<file path="src/rtl/mem_size_scan_display.sv">
// Memory-size indicator: binary MB count -> BCD via sequential double-dabble, shown on a scanned N-digit display (LAMP_TEST port with MEM_SIZE_LAMP_TEST_EN).
// Latency: display register reloads MB_W+2 cycles after a new size is seen, outputs follow one cycle later; no backpressure, the scan free-runs.
module mem_size_scan_display #(
    parameter int NDIGITS  = 3,
    parameter int MB_W     = 8,
    parameter int PRESCALE = 16
) (
    input  logic               CK,
    input  logic               RST,
    input  logic [MB_W-1:0]    MSIZE_MB,
    input  logic               MOFF,
`ifdef MEM_SIZE_LAMP_TEST_EN
    input  logic               LAMP_TEST,
`endif
    output logic [NDIGITS-1:0] DIGIT_EN_n,
    output logic [3:0]         BCD,
    output logic               BLANK,
    output logic               OVF,
    output logic               BUSY
);

    // Number of decimal digits needed to hold 2^w-1.
    function automatic int calc_nbcd(input int w);
        logic [63:0] v;
        int          n;
        v = (64'd1 << w) - 64'd1;
        n = 1;
        while (v >= 64'd10) begin
            v = v / 64'd10;
            n++;
        end
        return n;
    endfunction

    localparam int NBCD = calc_nbcd(MB_W);
    localparam int NX   = (NBCD > NDIGITS) ? NBCD : NDIGITS;
    localparam int BW   = 4 * NBCD;
    localparam int CW   = $clog2(MB_W + 1);
    localparam int IW   = (NDIGITS > 1) ? $clog2(NDIGITS) : 1;
    localparam int PW   = (PRESCALE > 1) ? $clog2(PRESCALE) : 1;

    typedef enum logic [1:0] {
        IDLE,
        CONV,
        LOAD
    } state_t;

    state_t                 state_q, state_d;
    logic [CW-1:0]          cnt_q, cnt_d;
    logic [MB_W-1:0]        cap_q, cap_d;
    logic [MB_W-1:0]        bin_q, bin_d;
    logic [BW-1:0]          bcd_q, bcd_d;
    logic                   carry_q, carry_d;
    logic [MB_W-1:0]        last_q, last_d;
    logic                   force_q, force_d;
    logic [4*NDIGITS-1:0]   disp_q, disp_d;
    logic                   vld_q, vld_d;
    logic                   ovf_q, ovf_d;
    logic [PW-1:0]          presc_q, presc_d;
    logic [IW-1:0]          idx_q, idx_d;
    logic [NDIGITS-1:0]     en_q, en_d;
    logic [3:0]             bcdo_q, bcdo_d;
    logic                   blank_q, blank_d;
    logic                   ovfo_q, ovfo_d;

    logic [BW-1:0]          adj;
    logic [4*NX-1:0]        bcd_ext;
    logic                   hi_nz;
    logic                   ovf_now;
    logic                   busy;
    logic                   upper_zero;

    always_comb begin
        state_d = state_q;
        cnt_d   = cnt_q;
        cap_d   = cap_q;
        bin_d   = bin_q;
        bcd_d   = bcd_q;
        carry_d = carry_q;
        last_d  = last_q;
        force_d = force_q;
        disp_d  = disp_q;
        vld_d   = vld_q;
        ovf_d   = ovf_q;
        busy    = 1'b0;
        ovf_now = 1'b0;
        adj     = bcd_q;
        for (int i = 0; i < NBCD; i++) begin
            if (bcd_q[4*i +: 4] >= 4'd5) begin
                adj[4*i +: 4] = bcd_q[4*i +: 4] + 4'd3;
            end
        end
        // Digits beyond the display width only feed the overflow decision.
        bcd_ext = (4*NX)'(bcd_q);
        hi_nz   = (bcd_ext >> (4 * NDIGITS)) != '0;

        case (state_q)
            IDLE: begin
                if ((MSIZE_MB != last_q) || force_q) begin
                    busy    = 1'b1;
                    cap_d   = MSIZE_MB;
                    bin_d   = MSIZE_MB;
                    bcd_d   = '0;
                    carry_d = 1'b0;
                    cnt_d   = '0;
                    force_d = 1'b0;
                    state_d = CONV;
                end
            end
            CONV: begin
                busy    = 1'b1;
                bcd_d   = {adj[BW-2:0], bin_q[MB_W-1]};
                carry_d = carry_q | adj[BW-1];
                bin_d   = bin_q << 1;
                cnt_d   = cnt_q + CW'(1);
                if (cnt_q == CW'(MB_W - 1)) begin
                    state_d = LOAD;
                end
            end
            LOAD: begin
                busy    = 1'b1;
                ovf_now = hi_nz | carry_q;
                ovf_d   = ovf_now;
                disp_d  = ovf_now ? {NDIGITS{4'h9}} : bcd_ext[4*NDIGITS-1:0];
                vld_d   = 1'b1;
                last_d  = cap_q;
                state_d = IDLE;
            end
            default: state_d = IDLE;
        endcase
    end

    always_comb begin
        presc_d = presc_q + PW'(1);
        idx_d   = idx_q;
        if (presc_q == PW'(PRESCALE - 1)) begin
            presc_d = '0;
            if (idx_q == IW'(NDIGITS - 1)) begin
                idx_d = '0;
            end else begin
                idx_d = idx_q + IW'(1);
            end
        end

        upper_zero = 1'b1;
        en_d       = '1;
        bcdo_d     = 4'h0;
        for (int i = 0; i < NDIGITS; i++) begin
            if ((i >= int'(idx_q)) && (disp_q[4*i +: 4] != 4'h0)) begin
                upper_zero = 1'b0;
            end
            if (i == int'(idx_q)) begin
                en_d[i] = 1'b0;
                bcdo_d  = disp_q[4*i +: 4];
            end
        end
        // Digit 0 is exempt from leading-zero blanking so 0 MB reads "0".
        blank_d = MOFF | ~vld_q | ((idx_q != '0) & upper_zero);
        ovfo_d  = ovf_q;
        if (MOFF) begin
            bcdo_d = 4'hF;
        end
`ifdef MEM_SIZE_LAMP_TEST_EN
        if (LAMP_TEST) begin
            bcdo_d  = 4'h8;
            blank_d = 1'b0;
            ovfo_d  = 1'b1;
        end
`endif
    end

    always_ff @(posedge CK) begin
        if (RST) begin
            state_q <= IDLE;
            cnt_q   <= '0;
            cap_q   <= '0;
            bin_q   <= '0;
            bcd_q   <= '0;
            carry_q <= 1'b0;
            last_q  <= '0;
            force_q <= 1'b1;
            disp_q  <= '0;
            vld_q   <= 1'b0;
            ovf_q   <= 1'b0;
            presc_q <= '0;
            idx_q   <= '0;
            en_q    <= '1;
            bcdo_q  <= 4'h0;
            blank_q <= 1'b1;
            ovfo_q  <= 1'b0;
        end else begin
            state_q <= state_d;
            cnt_q   <= cnt_d;
            cap_q   <= cap_d;
            bin_q   <= bin_d;
            bcd_q   <= bcd_d;
            carry_q <= carry_d;
            last_q  <= last_d;
            force_q <= force_d;
            disp_q  <= disp_d;
            vld_q   <= vld_d;
            ovf_q   <= ovf_d;
            presc_q <= presc_d;
            idx_q   <= idx_d;
            en_q    <= en_d;
            bcdo_q  <= bcdo_d;
            blank_q <= blank_d;
            ovfo_q  <= ovfo_d;
        end
    end

    assign DIGIT_EN_n = en_q;
    assign BCD        = bcdo_q;
    assign BLANK      = blank_q;
    assign OVF        = ovfo_q;
    assign BUSY       = busy & ~RST;

endmodule

</file>
<file path="config.mk">
export PLATFORM = sky130hd
export DESIGN_NAME = mem_size_scan_display
export DESIGN_NICKNAME = d
export VERILOG_FILES = /design/src/rtl/mem_size_scan_display.sv
export SDC_FILE = /design/constraint.sdc
export NUM_CORES = 1
export LEC_CHECK = 0
export ABC_AREA = 1
export CAP_MARGIN = 10
export CORE_MARGIN = 8
export CORE_UTILIZATION = 63
export DETAILED_ROUTE_END_ITERATION = 8
export GPL_TIMING_DRIVEN = 0
export PLACE_DENSITY = 0.84
export SYNTH_ARGS = -nofsm -noshare
export SYNTH_HDL_FRONTEND = slang
export SYNTH_SLANG_ARGS = --single-unit
</file>
<file path="constraint.sdc">
create_clock -name CK -period 3.2 [get_ports CK]
set_input_delay 0.64 -clock CK [delete_from_list [all_inputs] [get_ports CK]]
set_output_delay 0.64 -clock CK [all_outputs]
set_load 0.02 [all_outputs]
</file>
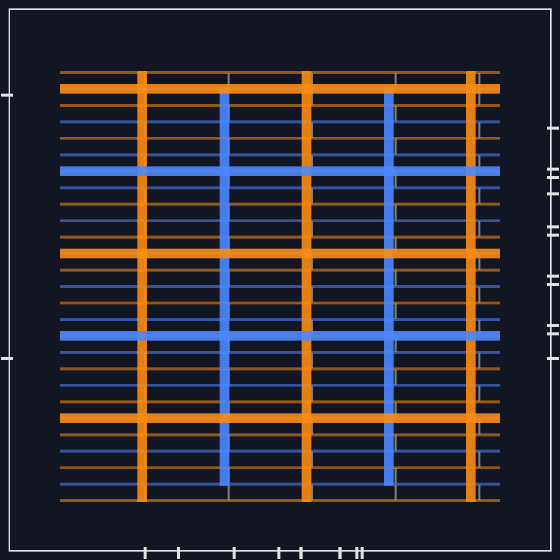
run_1/power_grid.png
Pins as bars on the die edge. Tap cells in gray.
color	net
blue	VDD
orange	VSS
rows	26
met4 straps	5

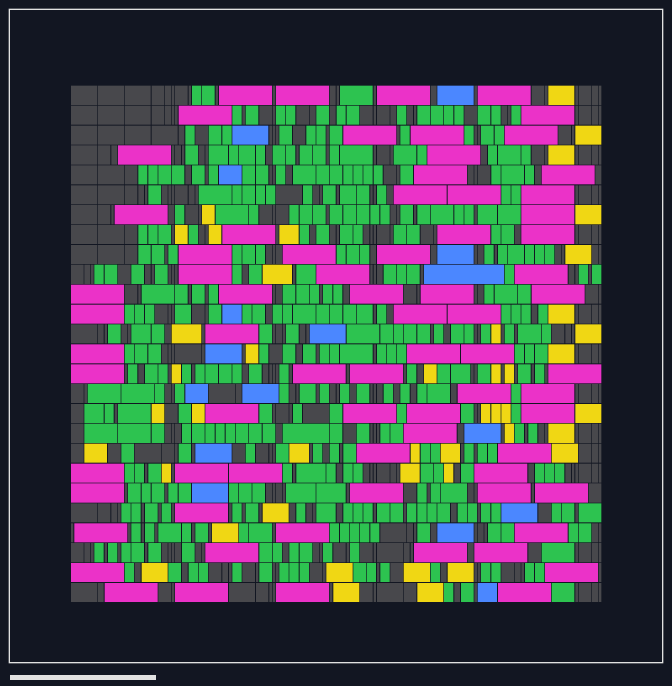
run_1/placement_by_type.png
Scale bar: 20 um. Fill, decap, tap and diode cells in gray.
color	class	cells	share of their area
green	combinational and other logic	370	48%
blue	clock drivers and dummy loads	16	5.6%
magenta	flops	73	38%
yellow	other buffers and delay cells	44	8.6%

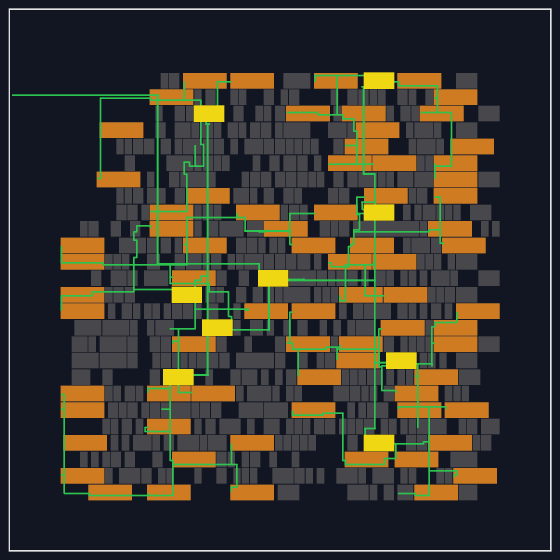
run_1/clk_routes.png
[yellow] clock drivers | count: 9
[green] clock wires | length: 872 um
[orange] flip-flops | count: 73
flops lie	widely spread
routed clock nets	10

run 1: flip-flops by register name, indices dropped and copies added, names as in the netlist:
signal / flops
force_q: 1
bin_q: 8
carry_q: 1
last_q: 8
vld_q: 1
BLANK: 1
disp_q: 12
presc_q: 4
DIGIT_EN_n: 3
state_q: 2
ovf_q: 1
cnt_q: 4
BCD: 4
bcd_ext: 12
idx_q: 2
OVF: 1
cap_q: 8
run 1: per-layer routing:
metal  routed length (um)  track usage  vias to the layer above
met5                    0            0                        -
met4                  180        0.113                        0
met3                  681       0.0386                       19
met2                 3900        0.362                      148
met1                 3480        0.267                     1497
li1                     -            -                     1587
run 1: where the power goes:
group / switching [mW] / internal, mW
registers: 0.128 / 1.08
clock network: 0.360 / 0.407
logic: 0.594 / 0.360
==> results.json, run 1 <==
{
  "topCellsByArea": "dfxtp_1 43%, nand2_1 11%, a21oi_1 7.1%, nand3_1 5.9%, nor2_1 5.4%",
  "fp.coreArea_sq_mm": 0.00514,
  "slowest_stage": "clkdlybuf4s50_1",
  "wl_um": 8240,
  "synthTopLogicFamily": "simple AND/OR/NAND/NOR gates",
  "sh_comb_area": 0.417,
  "fmax_mhz": 321,
  "die-area_sq_mm": 0.00796,
  "synth-area-yosys_sq_mm": 0.00338,
  "min_path_cells": 1,
  "num_vias": 3251,
  "antenna_cells": 0,
  "startpoint": "MSIZE_MB[7]",
  "min_path_type": "register to register",
  "htree_levels": 3,
  "maxCapViolCount": 0,
  "largest_area_cell": "dfxtp_1",
  "end_kind": "output pin",
  "overflow": 0,
  "clock_skew_ps": 7.24,
  "drive_gt1_frac": 0.0775,
  "power.leakage_nw": 1.65,
  "yosys.area_share.xor_xnor": 0.0156,
  "grt_pass1_wl_um": 13600,
  "setup_viol": 0,
  "cp-start-kind": "primary input",
  "nNonClkBuffers": 44,
  "logic_area_sq_mm": 0.00163,
  "hold_end": "presc_q[0]",
  "nonClkBufAreaFrac": 0.0840,
  "worstReg2RegStart": "state_q[0]",
  "ir_drop_mv": 0.492,
  "synthMuxAreaShare": 0,
  "syn2layout_area_growth_pct": 15.6,
  "cts_sinks": 73,
  "regToRegSetupSlack_ps": 1380,
  "async_reset_ff_frac": 0,
  "io_pins": 21,
  "simple_gate_area_frac": 0.259,
  "ff_type": "dfxtp_1",
  "cts_hold_buffers": 0,
  "status": "completed",
  "tightest_slew_ps": 597,
  "fillCellCount": 403,
  "layout_top_cell": "nand2_1",
  "yosys-top-cells-count": "102 x nand2_1, 73 x dfxtp_1, 49 x nor2_1, 48 x a21oi_1, 46 x inv_1",
  "grt_antenna_before_repair": 0,
  "cts-root-buf": "clkbuf_8",
  "cts_resized": 2,
  "rsz0062_at_grt": "no",
  "min_from": "presc_q[0]",
  "drt_iter0_drc": 337,
  "setup_slack_ps": 81.3,
  "total_power_mw": 2.93,
  "hpwl_um": 5700,
  "design_area_sq_mm": 0.00390,
  "yosysWarningCount": 0,
  "tns_ps": 0,
  "synth_flop_count": 73,
  "multiInputCombCellCount": 321,
  "edf_count": 0,
  "nClkBuffers": 11,
  "clk_pin_slew_worst_paths_ps": 70,
  "slowest_delay_ps": 520,
  "postRouteAntennaNets": 0,
  "layoutNonFillerInstCount": 573,
  "clk_path_buf_depth": 2,
  "fp_util": 0.657,
  "rows": 26,
  "inverters": 49,
  "seq_cell_count": 73,
  "fin_hold_ws_ps": 455,
  "final_nets": 522,
  "adder_share": 0.0482,
  "ff2ff_path_depth": 7,
  "grt_max_degree": 14,
  "powerDensity_mw_per_mm2": 750,
  "warning_count": 33,
  "drt_pre_antenna_iters": 5,
  "mostFrequentLayoutCells": "102 x nand2_1, 73 x dfxtp_1, 49 x nor2_1, 48 x a21oi_1, 46 x inv_1",
  "cp_max_fo": 8,
  "die-height_um": 89.2,
  "cts_tree": "done",
  "gr-usage-all-layers": 0.220,
  "avgRoutedWirePerCell_um": 14.4,
  "slew_headroom": 0.602,
  "seq_share": 0.374,
  "r2r-end": "disp_q[6]",
  "post-place-ws_ps": -232,
  "insertion_delay_ps": 350,
  "avgSynthCellArea_sq_um": 7.28,
  "final_util": 0.759,
  "remaining_drc_errors": 0,
  "numCtsBuffers": 9,
  "synth_nets": 488,
  "synth_seq_share": 0.433,
  "place_area_sq_mm": 0.00366,
  "regArea_sq_mm": 0.00146
}
run_1/layer_met2.png
Scale bar: 20 um.
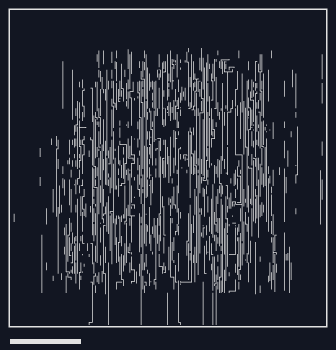

--- run 2 (diff from run 1) ---
- CORE_ASPECT_RATIO: unset -> 0.8
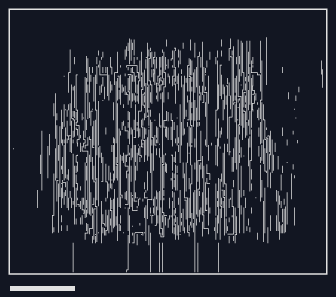
run_2/layer_met2.png
Scale bar: 20 um.
wire length on this layer	3910 um
main direction	vertical
share of all routed wire	47%

==> run 2 against run 1 <==
- final cell count is 1.2% lower
- global-route usage is 0.59 points lower
- largest power group unchanged
- first-iteration DRC count is 26% lower
- synthesized area stayed put
==> results.json, run 2 <==
{
  "min_path_type": "register to register",
  "design_area_sq_mm": 0.00388,
  "cp_max_fo": 8,
  "grt_antenna_before_repair": 0,
  "setup_slack_ps": 123,
  "fillCellCount": 414,
  "inverters": 49,
  "ff_type": "dfxtp_1",
  "drt_iter0_drc": 250,
  "topRoutingLayerUsed": "met4",
  "tightest_slew_ps": 544,
  "synth_seq_share": 0.433,
  "busiest_layer": "met2",
  "slowest_delay_ps": 520,
  "cts-root-buf": "clkbuf_8",
  "final_nets": 521,
  "clk_path_buf_depth": 2,
  "syn2layout_area_growth_pct": 15.0,
  "place_area_sq_mm": 0.00366,
  "async_reset_ff_frac": 0,
  "antenna_cells": 0,
  "powerDensity_mw_per_mm2": 751,
  "edf_count": 0,
  "grt_pass1_wl_um": 13600,
  "post-place-ws_ps": -186,
  "wl_um": 8230,
  "p_comb_mw": 0.959,
  "p_sw_frac": 0.373,
  "drt-met1-wl_um": 3530,
  "synth-cells-yosys": 464,
  "synth_flop_count": 73,
  "power_frac_clock": 0.257,
  "seq_share": 0.377,
  "pg_seq_mw": 1.21,
  "use_met2": 0.364,
  "maxPowerGroup": "registers",
  "tns_ps": 0,
  "maxCapViolCount": 0,
  "avgRoutedWirePerCell_um": 14.5,
  "pwr-share-seq": 0.415,
  "overflow": 0,
  "synth_nets": 488,
  "power.leakage_nw": 1.65,
  "cp-start-kind": "primary input",
  "layoutNonFillerInstCount": 566,
  "p_int_mw": 1.83,
  "nClkBuffers": 11,
  "setup_viol": 0,
  "io_pins": 21,
  "cts_resized": 1,
  "pwr-share-comb": 0.329,
  "clkCellAreaFrac": 0.0522,
  "die-height_um": 81.5,
  "synth-area-yosys_sq_mm": 0.00338,
  "yosysWarningCount": 0,
  "fmax_mhz": 325,
  "mostFrequentLayoutCells": "101 x nand2_1, 73 x dfxtp_1, 49 x nor2_1, 48 x a21oi_1, 46 x inv_1",
  "insertion_delay_ps": 360,
  "cts_hold_buffers": 0,
  "remaining_drc_errors": 0,
  "cts_tree": "done",
  "wl_met3_um": 701,
  "regArea_sq_mm": 0.00146,
  "warning_count": 33,
  "seq_cell_count": 73,
  "hpwl_um": 5790,
  "clock_skew_ps": 10.2,
  "logic_area_sq_mm": 0.00163,
  "tap-cell-count": 65,
  "htree_levels": 3,
  "clk-power_mw": 0.748,
  "largest_area_cell": "dfxtp_1",
  "rsz0062_at_grt": "no",
  "topCellsByArea": "dfxtp_1 43%, nand2_1 11%, a21oi_1 7.1%, nand3_1 5.9%, nor2_1 5.4%",
  "die-area_sq_mm": 0.00797,
  "ir_drop_mv": 0.464,
  "yosys-top-cells-count": "102 x nand2_1, 73 x dfxtp_1, 49 x nor2_1, 48 x a21oi_1, 46 x inv_1",
  "nonClkBufAreaFrac": 0.0825,
  "multiInputCombCellCount": 321,
  "total_power_mw": 2.92,
  "status": "completed",
  "drive_gt1_frac": 0.0758,
  "num_vias": 3222,
  "port_buffers": 20,
  "nNonClkBuffers": 43,
  "layout_top_cell": "nand2_1",
  "clk_pin_slew_worst_paths_ps": 70,
  "grt_util_met1": 0.250,
  "required_ps": 2560,
  "grt_max_degree": 13,
  "fp_util": 0.635,
  "rows": 24,
  "wl_met2_um": 3910,
  "slew_headroom": 0.638,
  "cts_sinks": 73,
  "sh_comb_area": 0.420,
  "fin_hold_ws_ps": 450,
  "drt_pre_antenna_iters": 6,
  "fp.coreArea_sq_mm": 0.00532,
  "numCtsBuffers": 9,
  "final_util": 0.730,
  "slowest_stage": "clkdlybuf4s50_1",
  "end_kind": "output pin",
  "switchingPower_mw": 1.09,
  "met3_usage": 0.0703,
  "postRouteAntennaNets": 0,
  "avgSynthCellArea_sq_um": 7.28,
  "gr-usage-all-layers": 0.214
}
-- run 2: cell counts after synthesis --
Identical to the previous run, type by type.
-- run 2: worst paths after layout --
path / start / endpoint / slack (ps) / cells past startpoint
min: ovf_q / OVF / 450 / 2
min reg2reg: ovf_q / OVF / 450 / 2
max reg2reg: state_q[0] / disp_q[5] / 1370 / 7
max: MSIZE_MB[7] / BUSY / 120 / 10
-- run 2: tightest hold or removal path, stage by stage (launching register included) --
cell and delay [ps]:
dfxtp_1 300, inv_1 70, nor2_1 40
-- run 2: kinds of logic (layout without fill, tap and decap cells) --
logic type	count (synthesis)	after routing	synth area share
fa+ha+maj	13	13	0.0482
buf+inv	70	107	0.0860
simple gates	204	204	0.259
compound gates	98	98	0.158
xor+xnor	6	6	0.0156
flops	73	73	0.433
run_2/power_grid.png
Pins as bars on the die edge. Tap cells in gray.
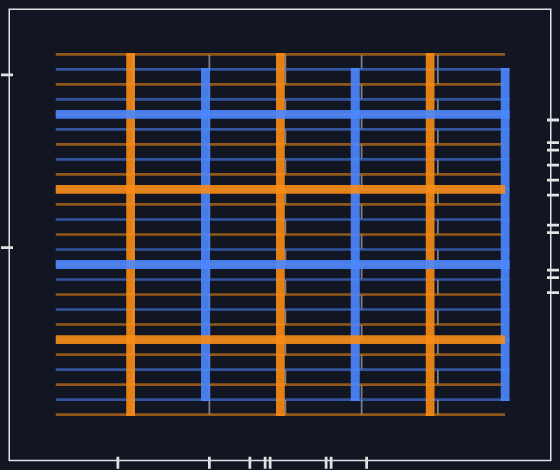

--- run 3 (diff from run 2) ---
- CORE_ASPECT_RATIO: 0.8 -> 0.9
- HOLD_SLACK_MARGIN: unset -> 0.05
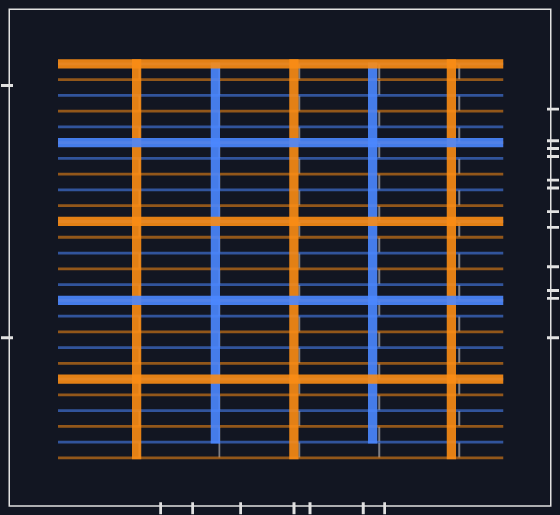
run_3/power_grid.png
Pins as bars on the die edge. Tap cells in gray.
color	net
blue	VDD
orange	VSS
tap cells	67
signal pins	21

==> run 3 against run 2 <==
- sequential share of layout area down 0.25 points
- clock skew fell by 1.1 ps
- synthesized area stayed put
- worst setup slack improved by 4.8 ps
- critical endpoint unchanged
- sequential power about the same
- via count down 1.7%
- global-route usage is 0.38 points higher
- routed wire length decreased by 0.40%
- worst hold slack worse by 2.5 ps
==> results.json, run 3 <==
{
  "status": "completed",
  "ir_drop_mv": 0.560,
  "total_power_mw": 2.97,
  "cts_hold_buffers": 0,
  "end_kind": "output pin",
  "largest_area_cell": "dfxtp_1",
  "grt_util_met1": 0.262,
  "seq_share": 0.374,
  "insertion_delay_ps": 360,
  "fin_hold_ws_ps": 448,
  "seq_cell_count": 73,
  "met3_usage": 0.0705,
  "wl_met2_um": 3940,
  "antenna_cells": 0,
  "min_from": "ovf_q",
  "worstReg2RegStart": "state_q[1]",
  "avgRoutedWirePerCell_um": 14.4,
  "power.leakage_nw": 1.66,
  "r2r-end": "bcd_ext[9]",
  "p_sw_frac": 0.363,
  "io_pins": 21,
  "rsz0062_at_grt": "no",
  "rows": 25,
  "die-height_um": 85.4,
  "nClkBuffers": 10,
  "cts_resized": 1,
  "design_area_sq_mm": 0.00391,
  "grt_antenna_before_repair": 0,
  "maxPowerGroup": "registers",
  "num_vias": 3167,
  "drt_iter0_drc": 274,
  "fp_util": 0.646,
  "hpwl_um": 5710,
  "min_path_type": "register to register",
  "async_reset_ff_frac": 0,
  "powerDensity_mw_per_mm2": 761,
  "final_nets": 521,
  "use_met2": 0.360,
  "postRouteAntennaNets": 0,
  "maxCapViolCount": 0,
  "synth_flop_count": 73,
  "remaining_drc_errors": 0,
  "inverters": 49,
  "syn2layout_area_growth_pct": 15.8,
  "overflow": 0,
  "synth_nets": 488,
  "power_frac_clock": 0.275,
  "pwr-share-comb": 0.318,
  "nonClkBufAreaFrac": 0.0823,
  "tns_ps": 0,
  "drt-met1-wl_um": 3600,
  "grt_pass1_wl_um": 13800,
  "warning_count": 33,
  "gr-usage-all-layers": 0.218,
  "grt_max_degree": 14,
  "synth-cells-yosys": 464,
  "cts-root-buf": "clkbuf_8",
  "layout_top_cell": "nand2_1",
  "fillCellCount": 395,
  "pg_seq_mw": 1.21,
  "wl_met3_um": 574,
  "nNonClkBuffers": 43,
  "min_path_cells": 2,
  "sh_comb_area": 0.417,
  "crit_end": "BUSY",
  "clkCellAreaFrac": 0.0583,
  "hold_end": "OVF",
  "yosys-top-cells-count": "102 x nand2_1, 73 x dfxtp_1, 49 x nor2_1, 48 x a21oi_1, 46 x inv_1",
  "drive_gt1_frac": 0.0757,
  "mostFrequentLayoutCells": "102 x nand2_1, 73 x dfxtp_1, 49 x nor2_1, 48 x a21oi_1, 46 x inv_1",
  "clk_path_buf_depth": 2,
  "cp_max_fo": 8,
  "cts_tree": "done",
  "switchingPower_mw": 1.08
}
## run 3: netlist changes by cell type in the layout (fill, tap and decap cells not counted), sizes merged
cell,change
bufinv,+1
clkinv,+1
clkdlybuf4s15,+1
clkbuf,-1
dlygate4sd2,-1
## run 3: worst max-delay path: stages
cell and delay [ps]:
clkdlybuf4s50_1 500, inv_1 100, a21oi_2 160, nand3_2 120, nor2_4 120, nand2_1 130
nand2_4 100, inv_2 80, o21a_1 180, clkdlybuf4s15_1 280
## run 3: cells by family after synthesis
kind of cell | Yosys count | synth area share
xor gates and xnor gates | 6 | 0.0156
buffers and inverters | 70 | 0.0860
adders and majority gates | 13 | 0.0482
DFF | 73 | 0.433
AOI/OAI and AO/OA | 98 | 0.158
and+or+nand+nor | 204 | 0.259
Power is estimated from default activity; no workload was simulated.
